===== src/rtl/mem_arbiter.sv =====
// -----------------------------------------------------------------------------
// mem_arbiter
//
// Two-client arbiter that shares one word-granular memory port between the
// instruction cache (client 0) and the data cache (client 1). A client that
// wants the port while the arbiter is idle is granted in the same cycle, with no
// added latency. It then keeps ownership while its hold input is high or while
// any of its reads are still outstanding. Read data goes to both clients, and
// only the owner sees valid.
//
// Ports
//   i_clk, i_rst                 clock, synchronous active-high reset
//   i_cN_ren / i_cN_wen          client N read / write request (N = 0, 1)
//   i_cN_addr / i_cN_wdata       client N word address / write data
//   i_cN_hold                    client N keep-ownership (line fill in progress)
//   o_cN_ready                   client N request is accepted this cycle
//   o_cN_rdata / o_cN_valid      read data (broadcast) / valid for client N
//   i_mem_ready                  memory can accept a request
//   o_mem_addr/ren/wen/wdata     request forwarded to memory
//   i_mem_rdata / i_mem_valid    memory read response
//   o_owner                      debug: 00 none, 01 client 0, 10 client 1
// -----------------------------------------------------------------------------
module mem_arbiter #(
   parameter int MAX_OUT = 4,
   parameter int CW      = 3
) (
   input  logic        i_clk,
   input  logic        i_rst,
   input  logic        i_c0_ren,
   input  logic        i_c0_wen,
   input  logic [31:0] i_c0_addr,
   input  logic [31:0] i_c0_wdata,
   input  logic        i_c0_hold,
   output logic        o_c0_ready,
   output logic [31:0] o_c0_rdata,
   output logic        o_c0_valid,
   input  logic        i_c1_ren,
   input  logic        i_c1_wen,
   input  logic [31:0] i_c1_addr,
   input  logic [31:0] i_c1_wdata,
   input  logic        i_c1_hold,
   output logic        o_c1_ready,
   output logic [31:0] o_c1_rdata,
   output logic        o_c1_valid,
   input  logic        i_mem_ready,
   output logic [31:0] o_mem_addr,
   output logic        o_mem_ren,
   output logic        o_mem_wen,
   output logic [31:0] o_mem_wdata,
   input  logic [31:0] i_mem_rdata,
   input  logic        i_mem_valid,
   output logic [1:0]  o_owner
);

   // The state encoding doubles as the debug owner code.
   typedef enum logic [1:0] {
      IDLE = 2'b00,
      OWN0 = 2'b01,
      OWN1 = 2'b10
   } state_t;

   state_t        state, state_nxt;
   logic          rr, rr_nxt;              // last client granted from IDLE
   logic [CW-1:0] outstanding, outstanding_nxt;

   logic          want0, want1;
   logic          grant_act;               // some client drives the bus this cycle
   logic          grant_sel;               // which client (0/1)
   logic          sel_ren, sel_wen, sel_hold;
   logic [31:0]   sel_addr, sel_wdata;
   logic          saturated, sel_ready;
   logic          acc_any, acc_read, valid_in_own;

   assign want0 = i_c0_ren | i_c0_wen | i_c0_hold;
   assign want1 = i_c1_ren | i_c1_wen | i_c1_hold;

   // Grant selection. In IDLE this is the combinational grant that gives the
   // first request zero added latency. A tie goes to the client that did not
   // win last time.
   // NOTE: every always_comb output gets a default first, so no path can
   // leave it unassigned and infer a latch.
   always_comb begin
      grant_act = 1'b0;
      grant_sel = 1'b0;
      unique case (state)
         IDLE: begin
            if (want0 | want1) begin
               grant_act = 1'b1;
               grant_sel = (want0 & want1) ? ~rr : want1;
            end
         end
         OWN0: grant_act = 1'b1;
         OWN1: begin
            grant_act = 1'b1;
            grant_sel = 1'b1;
         end
         default: ;
      endcase
      // The bus stays quiet while reset is applied, even with the old state still held.
      if (i_rst) grant_act = 1'b0;
   end

   assign sel_ren   = grant_sel ? i_c1_ren   : i_c0_ren;
   assign sel_wen   = grant_sel ? i_c1_wen   : i_c0_wen;
   assign sel_hold  = grant_sel ? i_c1_hold  : i_c0_hold;
   assign sel_addr  = grant_sel ? i_c1_addr  : i_c0_addr;
   assign sel_wdata = grant_sel ? i_c1_wdata : i_c0_wdata;

   // A read is held back once MAX_OUT reads are in flight. Writes carry no
   // response, so they still pass.
   assign saturated = (outstanding == CW'(MAX_OUT));
   assign sel_ready = grant_act & i_mem_ready & ~(sel_ren & saturated);

   assign o_c0_ready  = sel_ready & ~grant_sel;
   assign o_c1_ready  = sel_ready &  grant_sel;

   // If ren and wen are both high, the request is a read and the write is dropped.
   assign o_mem_ren   = sel_ren & sel_ready;
   assign o_mem_wen   = sel_wen & ~sel_ren & sel_ready;
   assign o_mem_addr  = grant_act ? sel_addr  : 32'd0;
   assign o_mem_wdata = grant_act ? sel_wdata : 32'd0;

   assign acc_any  = (sel_ren | sel_wen) & sel_ready;
   assign acc_read = o_mem_ren;

   // Responses that arrive while IDLE have no owner. They are dropped and never
   // touch the counter.
   assign valid_in_own = i_mem_valid & (state != IDLE);

   assign o_c0_rdata = i_mem_rdata;
   assign o_c1_rdata = i_mem_rdata;
   assign o_c0_valid = i_mem_valid & (state == OWN0) & ~i_rst;
   assign o_c1_valid = i_mem_valid & (state == OWN1) & ~i_rst;
   assign o_owner    = state;

   always_comb begin
      state_nxt       = state;
      rr_nxt          = rr;
      outstanding_nxt = outstanding;

      // An issued read and a returned response in the same cycle cancel out.
      // A stray response with nothing outstanding is ignored.
      if (acc_read && !(valid_in_own && outstanding != '0))
         outstanding_nxt = outstanding + CW'(1);
      else if (!acc_read && valid_in_own && outstanding != '0)
         outstanding_nxt = outstanding - CW'(1);

      unique case (state)
         IDLE: begin
            if (grant_act) begin
               state_nxt = grant_sel ? OWN1 : OWN0;
               rr_nxt    = grant_sel;
            end
         end
         OWN0, OWN1: begin
            // Release only when the owner is completely quiet. Then the other
            // client can win in the IDLE cycle that follows.
            if (!sel_hold && outstanding == '0 && !acc_any && !i_mem_valid)
               state_nxt = IDLE;
         end
         default: state_nxt = IDLE;
      endcase
   end

   // NOTE: sequential state uses non-blocking assignments. Every register then
   // samples values from before the edge, whatever order the statements are in.
   // NOTE: reset is synchronous. It only takes effect on an i_clk edge, so reset
   // must be held for at least one clock.
   always_ff @(posedge i_clk) begin
      if (i_rst) begin
         state       <= IDLE;
         rr          <= 1'b1;
         outstanding <= '0;
      end else begin
         state       <= state_nxt;
         rr          <= rr_nxt;
         outstanding <= outstanding_nxt;
      end
   end

endmodule


===== config.mk =====
export PLATFORM = sky130hd
export DESIGN_NAME = mem_arbiter
export DESIGN_NICKNAME = d
export VERILOG_FILES = /design/src/rtl/mem_arbiter.sv
export SDC_FILE = /design/constraint.sdc
export NUM_CORES = 1
export LEC_CHECK = 0
export CORE_AREA = 10 10 110 112
export DETAILED_ROUTE_END_ITERATION = 7
export DIE_AREA = 0 0 120 122
export PLACE_DENSITY = 0.73
export SLEW_MARGIN = 20
export SYNTH_ARGS = -nofsm -noshare
export SYNTH_HDL_FRONTEND = slang
export SYNTH_SLANG_ARGS = --single-unit

===== constraint.sdc =====
create_clock -name i_clk -period 3.05 [get_ports i_clk]
set_input_delay 0.61 -clock i_clk [delete_from_list [all_inputs] [get_ports i_clk]]
set_output_delay 0.61 -clock i_clk [all_outputs]
set_load 0.05 [all_outputs]

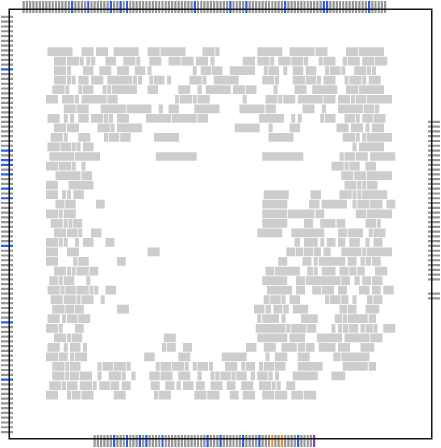
(images/pinout.png)
Pins as bars across the die edge, other pins in gray.
Orange marks o_owner, pins 2, direction output, edge bottom. Purple marks i_clk, pins 1, direction input, edge bottom. Blue marks o_c0_rdata, pins 32, direction output, edge 12 top, 10 bottom, 10 left.
All pins by edge: 113 top, 88 left, 69 bottom, 36 right.
die span in x: 120 um
Die Ht: 122 um
port bufs: 209

==> impl_metrics.toml <==
# generated from flow reports
[worst_setup_path]
path_cells = "dlygate4sd2_1 -> or4_4 -> o221ai_4 -> buf_4 -> a2111oi_4 -> buf_4 -> buf_4"
path_delay_family = "buffers and inverters"
path_buffers = 4
crit_cells = 7
reg2reg_from = "o_owner[0]$_SDFFE_PP0P_"
crit_start = "i_c0_wen"
end_kind = "primary output"

[final_timing]
tightest_slew_ns = 0.915
finalCritPeriodShare = 0.977
hold_ws_ns = 0.547
slew_viol_final = 0

[yosys]
yosysChipArea_um2 = 2050
yosysMostFrequentCell = "nand2_1"
edf_count = 0
largest_area_cell = "nand2_1"
yosysSeqAreaShare = 0.0585
numSynthFlops = 6
synthCells = 360
yosys-top-cells-area = "nand2_1 (24%), buf_4 (23%), a21oi_1 (16%)"

[place]
gp_congestion = 0.861

[grt]
grt-ovfl-total = 0
grtUsageMet1 = 0.144
grt_first_pass_wirelength_um = 16900

[floorplan]
num_rows = 37
floorplan.core_util = 0.204

[clocking]
root_buffer = "clkbuf_8"
cts_buffers = 3
clock-sinks = 6
post-cts-setup-buffers = 3
ctsResizeCount = 8

[outcome]
status = "finished clean"

[pwr]
p_int_w = 0.00254
p_switching_w = 0.00338
combPwrFrac = 0.952

[route]
dr_wl_met2_um = 6170

[min_path]
worstHoldPathCells = 2

[run]
warning_count = 30
drv_cap = 0
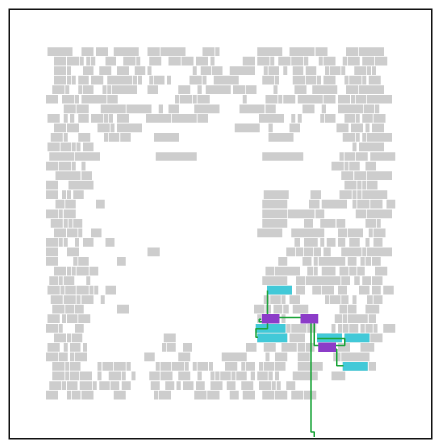
(images/clock_wires.png)
Cyan marks flip-flops, count 6. Green marks clock wires, length 105 um. Purple marks clock-net drivers, count 3.
There are 4 routed clock nets.
Clk power: 0.000124 W
Clk pwr share: 0.021
Clock Skews: 0.00453 ns
worst skew pair latency: 0.22 ns

## area by class of cell
class / instances / area [um2]
Tap cell: 136 / 170
Sequential cell: 6 / 128
Multi-Input combinational cell: 258 / 1630
Inverter: 8 / 30.0
Timing Repair Buffer: 233 / 2770
Fill cell: 978 / 5280
Clock buffer: 4 / 45.0
## through the flow
step	TNS [ns]	area, um2	std cells	util	power (W)
final	0	4760	645	0.474	0.00592
after floorplan	-0.193	2330	360	-	0.00351
after CTS	0	4760	645	0.474	0.00599
after detailed placement	-9.38	4620	636	0.459	0.00560
after global placement	-7.11	4620	636	0.459	0.00551
after global routing	0	4760	645	0.474	0.00621
## state kept, by name (all words and copies together) (netlist names)
register     count
outstanding      3
o_owner          2
rr               1
Power figures rest on the tool's default switching activity, not on a simulated workload.
